[src/rtl/muldiv_unit.sv]
// rtl/muldiv_unit.sv - iterative RV32M multiply/divide unit with valid/ready request and result handshakes
module muldiv_unit #(
    parameter int DATA_WIDTH = 32
) (
    input  logic                  clk,
    input  logic                  rstN,
    input  logic                  in_valid,
    output logic                  in_ready,
    input  logic [2:0]            funct3,
    input  logic [DATA_WIDTH-1:0] bus_a,
    input  logic [DATA_WIDTH-1:0] bus_b,
    input  logic                  flush,
    output logic                  out_valid,
    input  logic                  out_ready,
    output logic [DATA_WIDTH-1:0] result,
    output logic                  busy
);
    localparam int W  = DATA_WIDTH;
    localparam int CW = $clog2(DATA_WIDTH) + 1;
    localparam logic [CW-1:0] CNT_INIT = CW'(DATA_WIDTH);
    localparam logic [CW-1:0] CNT_LAST = CW'(1);

    typedef enum logic [1:0] {
        S_IDLE = 2'd0,
        S_CALC = 2'd1,
        S_FIX  = 2'd2,
        S_DONE = 2'd3
    } state_t;

    localparam logic [2:0] OP_MUL    = 3'd0;
    localparam logic [2:0] OP_MULH   = 3'd1;
    localparam logic [2:0] OP_MULHSU = 3'd2;
    localparam logic [2:0] OP_DIV    = 3'd4;
    localparam logic [2:0] OP_REM    = 3'd6;

    localparam logic [W-1:0] MOST_NEG = {1'b1, {(W-1){1'b0}}};
    localparam logic [W-1:0] ALL_ONES = {W{1'b1}};

    state_t        state_q, state_d;
    logic [CW-1:0] cnt_q, cnt_d;
    logic [2:0]    op_q, op_d;
    logic          neg_q, neg_d;
    logic [W-1:0]  dvs_q, dvs_d;     // multiplicand (mul) or divisor (div) magnitude
    logic [W-1:0]  hi_q, hi_d;       // product high word / partial remainder
    logic [W-1:0]  lo_q, lo_d;       // multiplier shifting out / quotient shifting in
    logic [W-1:0]  result_q, result_d;

    // Operand decode at the accept edge: magnitudes, final sign, special cases
    logic          a_neg, b_neg, signed_a, signed_b, is_div;
    logic          div_zero, div_ovf, accept;
    logic [W-1:0]  op_a, op_b;
    logic          neg_in;

    always_comb begin
        is_div   = funct3[2];
        a_neg    = bus_a[W-1];
        b_neg    = bus_b[W-1];
        signed_a = (funct3 == OP_MUL) || (funct3 == OP_MULH) || (funct3 == OP_MULHSU)
                 || (funct3 == OP_DIV) || (funct3 == OP_REM);
        signed_b = (funct3 == OP_MUL) || (funct3 == OP_MULH)
                 || (funct3 == OP_DIV) || (funct3 == OP_REM);
        op_a     = (signed_a && a_neg) ? (~bus_a + 1'b1) : bus_a;
        op_b     = (signed_b && b_neg) ? (~bus_b + 1'b1) : bus_b;
        // Remainder follows the dividend; everything else follows the xor of signed operands
        if (funct3 == OP_REM) begin
            neg_in = a_neg;
        end else begin
            neg_in = (signed_a && a_neg) ^ (signed_b && b_neg);
        end
        div_zero = is_div && (bus_b == '0);
        div_ovf  = ((funct3 == OP_DIV) || (funct3 == OP_REM))
                 && (bus_a == MOST_NEG) && (bus_b == ALL_ONES);
        accept   = in_valid && (state_q == S_IDLE) && !flush;
    end

    // One shift-add / restoring-subtract step on the working registers
    logic [W:0]    mul_sum;
    logic [W:0]    div_shift;
    logic [W:0]    div_diff;

    always_comb begin
        mul_sum   = lo_q[0] ? ({1'b0, hi_q} + {1'b0, dvs_q}) : {1'b0, hi_q};
        div_shift = {hi_q, lo_q[W-1]};
        div_diff  = div_shift - {1'b0, dvs_q};
    end

    // Sign correction applied in FIX
    logic [2*W-1:0] prod_raw, prod_fix;
    logic [W-1:0]   quo_fix, rem_fix, fix_result;

    always_comb begin
        prod_raw = {hi_q, lo_q};
        prod_fix = neg_q ? (~prod_raw + 1'b1) : prod_raw;
        quo_fix  = neg_q ? (~lo_q + 1'b1) : lo_q;
        rem_fix  = neg_q ? (~hi_q + 1'b1) : hi_q;
        if (op_q[2]) begin
            fix_result = op_q[1] ? rem_fix : quo_fix;
        end else if (op_q == OP_MUL) begin
            fix_result = prod_fix[W-1:0];
        end else begin
            fix_result = prod_fix[2*W-1:W];
        end
    end

    // Next-state and datapath update; flush overrides everything but reset
    always_comb begin
        state_d  = state_q;
        cnt_d    = cnt_q;
        op_d     = op_q;
        neg_d    = neg_q;
        dvs_d    = dvs_q;
        hi_d     = hi_q;
        lo_d     = lo_q;
        result_d = result_q;
        if (flush) begin
            state_d = S_IDLE;
        end else begin
            case (state_q)
                S_IDLE: begin
                    if (accept) begin
                        op_d  = funct3;
                        neg_d = neg_in;
                        if (div_zero) begin
                            result_d = funct3[1] ? bus_a : ALL_ONES;
                            state_d  = S_DONE;
                        end else if (div_ovf) begin
                            result_d = funct3[1] ? '0 : MOST_NEG;
                            state_d  = S_DONE;
                        end else begin
                            hi_d    = '0;
                            cnt_d   = CNT_INIT;
                            state_d = S_CALC;
                            if (is_div) begin
                                lo_d  = op_a;
                                dvs_d = op_b;
                            end else begin
                                lo_d  = op_b;
                                dvs_d = op_a;
                            end
                        end
                    end
                end
                S_CALC: begin
                    cnt_d = cnt_q - 1'b1;
                    if (op_q[2]) begin
                        if (!div_diff[W]) begin
                            hi_d = div_diff[W-1:0];
                            lo_d = {lo_q[W-2:0], 1'b1};
                        end else begin
                            hi_d = div_shift[W-1:0];
                            lo_d = {lo_q[W-2:0], 1'b0};
                        end
                    end else begin
                        hi_d = mul_sum[W:1];
                        lo_d = {mul_sum[0], lo_q[W-1:1]};
                    end
                    if (cnt_q == CNT_LAST) begin
                        state_d = S_FIX;
                    end
                end
                S_FIX: begin
                    result_d = fix_result;
                    state_d  = S_DONE;
                end
                S_DONE: begin
                    if (out_ready) begin
                        state_d = S_IDLE;
                    end
                end
                default: state_d = S_IDLE;
            endcase
        end
    end

    // State and datapath registers
    always_ff @(posedge clk or negedge rstN) begin
        if (!rstN) begin
            state_q  <= S_IDLE;
            cnt_q    <= '0;
            op_q     <= '0;
            neg_q    <= 1'b0;
            dvs_q    <= '0;
            hi_q     <= '0;
            lo_q     <= '0;
            result_q <= '0;
        end else begin
            state_q  <= state_d;
            cnt_q    <= cnt_d;
            op_q     <= op_d;
            neg_q    <= neg_d;
            dvs_q    <= dvs_d;
            hi_q     <= hi_d;
            lo_q     <= lo_d;
            result_q <= result_d;
        end
    end

    assign in_ready  = (state_q == S_IDLE);
    assign busy      = (state_q != S_IDLE);
    assign out_valid = (state_q == S_DONE);
    assign result    = result_q;

endmodule

[config.mk]
export PLATFORM = sky130hd
export DESIGN_NAME = muldiv_unit
export DESIGN_NICKNAME = d
export VERILOG_FILES = /design/src/rtl/muldiv_unit.sv
export SDC_FILE = /design/constraint.sdc
export NUM_CORES = 1
export LEC_CHECK = 0
export CORE_MARGIN = 1
export CORE_UTILIZATION = 50
export CTS_BUF_LIST = sky130_fd_sc_hd__clkbuf_2
export DETAILED_ROUTE_END_ITERATION = 8
export GPL_TIMING_DRIVEN = 0
export PLACE_DENSITY = 0.77
export SYNTH_ARGS = -nofsm -noshare
export SYNTH_HDL_FRONTEND = slang
export SYNTH_SLANG_ARGS = --single-unit
export TNS_END_PERCENT = 5
[constraint.sdc]
create_clock -name clk -period 4.8 [get_ports clk]
set_clock_uncertainty 0.2 [all_clocks]
set_input_delay 0.96 -clock clk [delete_from_list [all_inputs] [get_ports clk]]
set_output_delay 0.96 -clock clk [all_outputs]
set_load 0.02 [all_outputs]
==> run summary, run 1 <==
The run has ended; figures from its reports follow.

Buffers added to address setup during post-CTS repair amount to 0. The count of TritonRoute iterations in the first routing pass came out at 8. The data arrival time of the critical path came out at 5.34 ns. The number of max-slew violations in the final report is 0. Per the synthesis report, the AND-OR/OR-AND share of the synthesized area is around 29%.

The via-per-instance ratio came out at between 6 and 7. The combinational fraction of design power is ~76%. The x dimension of the die is between 150 and 200 um. In this run the worst hold path is classified as flop to flop. Looking at the setup timing report, the critical path kind is primary input to flop.

The final reports fail on design-rule violations. Sorting the synthesized cells by area gives the leading types as sky130_fd_sc_hd__dfrtp_1 23%, sky130_fd_sc_hd__o21ai_0 6.4%, sky130_fd_sc_hd__xnor2_1 6.3%, sky130_fd_sc_hd__a21oi_1 6.2%, sky130_fd_sc_hd__ha_1 6.1%. The maximum frequency from static timing analysis is 0.208 GHz.

The deepest clock path buffer count came out at 2. After floorplanning, the die was sized to cover 0.0316 mm2. The routed length per placed instance came out at 27.3 um. The script computed the net switching share of total power as between 50% and 60%. The flow ran to the end, but the final reports show violations. The largest individual stage delay along the critical path comes from the cell sky130_fd_sc_hd__nor4_1.

The count of vias placed by the detailed router came out at 17700. The shortest clock period the worst path allows after layout came out at 4.80 ns. The largest vdd supply drop is between 0.3 and 0.4 mV. The share of the core area taken by cells at floorplan is 50.7%. The routed layout reports a DRC error count of 2.

TritonCTS created 17 clock buffers. The buffer and inverter count on the worst path came out at 4. The highest fanout seen on the critical path came out at 10. Hold-check failures listed in the final report amount to 0. The chip area in the Yosys report is 0.0155 mm2.
[run 1: area by class of cell]
class,instances,area [um2]
fill,2917,13200
multi-input combinational,1715,11200
sequential,140,3500
timing repair buffer,111,1120
buffer,148,572
tap,396,495
inverter,75,285
clock inverter,15,115
clock buffer,17,85.1
antenna,2,5.00
[run 1: metrics by stage]
step | power [W] | setup slack, ns | area (um2) | hold WS, ns | cells
global placement | 0.0120 | -3.23 | 17000 | 0.263 | 2580
detailed placement | 0.0121 | -1.06 | 17000 | 0.273 | 2581
floorplan | 0.00890 | 0.789 | 15500 | 0.274 | 2079
global route | 0.0141 | -0.0325 | 17300 | 0.341 | 2618
CTS | 0.0128 | 0.00175 | 17300 | 0.313 | 2613
finish | 0.0133 | 0.00119 | 17300 | 0.315 | 2619
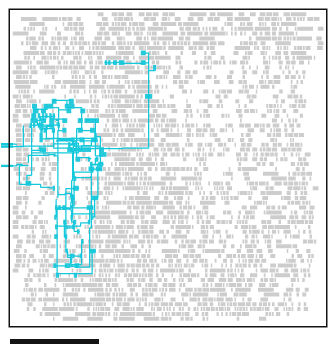
Run 1: I/O nets highlighted
The bar under the picture is 50 um long.
colour	port	direction	edge	end cells	wire
cyan	`funct3`	input	west	114	1290 um
count of boundary I/O pins: 107
Port Buffer Count: 105

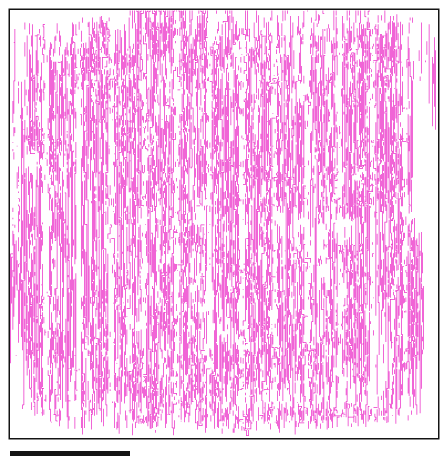
Run 1: the metal 2 layer
The bar under the picture is 50 um long.
share of all routed wire	43%
nets with wire on the layer	1990
longest straight run	79.4 um
main direction	vertical

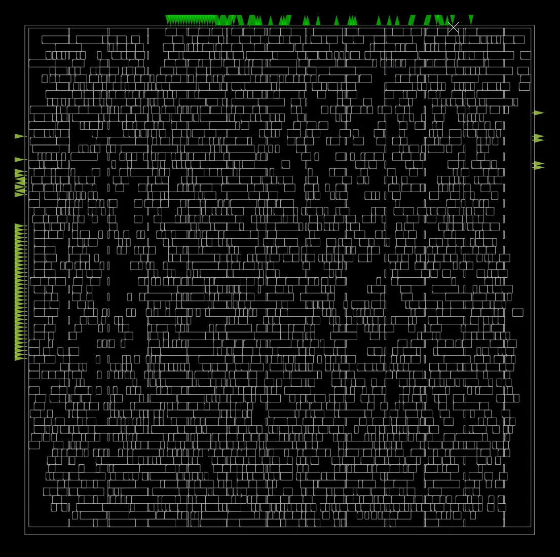
Run 1: cell placement
fin util: 56.8%
sequential share of cell area: 20.2%
tap cell instance count: 396
Final Non-Filler Cells: 2619
# rows: 64

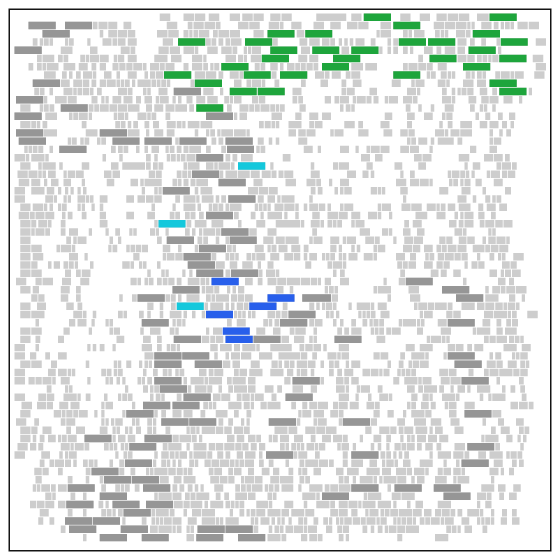
Run 1: register map, names as in the netlist
colour	signal	flops
cyan	`op_q`	3
green	`result`	32
blue	`cnt_q`	6
power of the sequential group: 0.00253 W
area occupied by registers: 0.00350 mm2

Run 1, routed metal, one colour a layer:
Only two layers are drawn.
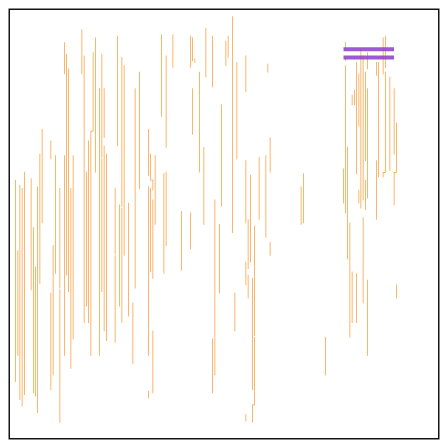

## Run 2: what changed since run 1
CORE_MARGIN = 2   (was 1)
PLACE_DENSITY = 0.71   (was 0.77)
clock period = 6.2 ns   (was 4.8 ns; I/O delays follow)
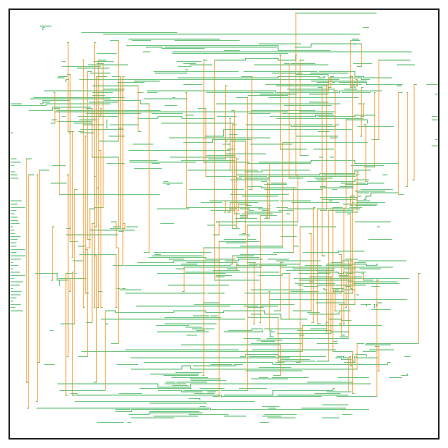
Run 2: routed metal, one colour a layer
Only two layers are drawn.
colour	layer	wire length
orange	metal 4	4570 um
green	metal 3	8520 um
global router's overall resource usage: 42.5%
wire length after detailed routing: 70100 um
via count of the routed design: 17600
Routed wire per std cell: 26.8 um

==> run 2 against run 1 <==
- core utilization decreased by 0.18 points
- worst setup slack better by 0.23 ns
- the flow now finishes without violations
- die area grew 2.3%
- via count fell by 0.43%
==> run summary, run 2 <==
The run has ended; figures from its reports follow.

The run finished with clean final reports. The power consumed by sequential cells came out at 0.00196 W. The power report attributes to the combinational group a share of 75.1%. The combinational gate count came out at 1715. According to the floorplan report, the die width is around 180 um.

The highest fanout seen on the critical path came out at 10. The final-layout clock buffer total came out at 17. According to the report, the first pass of detailed routing completed in 9 iterations. The fraction of the core area covered by cells at the end of the flow is around 57%. The shortest clock period the worst path allows after layout came out at 5.97 ns. According to the cell report, flip-flops and latches in the layout number 140. The deepest clock path buffer count came out at 2. The area taken by flip-flops and latches is 0.00350 mm2. Non-clock buffers in the final layout number ~260. The logic share of the area came out at 64.2%. The post-CTS setup repair buffer count is 0. After layout, the inverter instance count without clock inverters stands at 75. The count of final hold-check violations came out at 0. The and-or/or-and share of the synthesized area came out at 29.3%. Looking at the area split, the leading class of cells is multi-input combinational cells. The report lists the number of standard-cell rows as 64.

The number of buffers inserted by port buffering came out at ~110. The combinational gate area came out at 0.0111 mm2. The number of placed I/O pins came out at 107. With fillers left out, the area of the finished cells amounts to between 0.015 and 0.02 mm2. TritonCTS created 17 clock buffers.

The smallest setup slack after layout is 0.233 ns. The maximum frequency from static timing analysis is 0.168 GHz. Excluding fillers, the count of instances in the completed layout stands at 2614. The fraction of power spent switching nets came out at 58.1%. In the post-synthesis netlist, the biggest area contributors are sky130_fd_sc_hd__dfrtp_1 23%, sky130_fd_sc_hd__o21ai_0 6.4%, sky130_fd_sc_hd__xnor2_1 6.3%, sky130_fd_sc_hd__a21oi_1 6.2%, sky130_fd_sc_hd__ha_1 6.1%. The pre-CTS worst setup slack came out at -0.197 ns.
## run 2: critical path, cell delays in order
cell and delay, ns:
sky130_fd_sc_hd__clkdlybuf4s50_1 0.61, sky130_fd_sc_hd__or4_1 0.66, sky130_fd_sc_hd__nor4_1 0.46, sky130_fd_sc_hd__or3b_2 0.55, sky130_fd_sc_hd__o31ai_1 0.84, sky130_fd_sc_hd__nor2_1 0.32, sky130_fd_sc_hd__nor2_2 0.70, sky130_fd_sc_hd__clkbuf_1 0.73
sky130_fd_sc_hd__a22oi_1 0.19, sky130_fd_sc_hd__o21ai_0 0.22
No activity file was given, so power comes from the tool's default toggle rates.
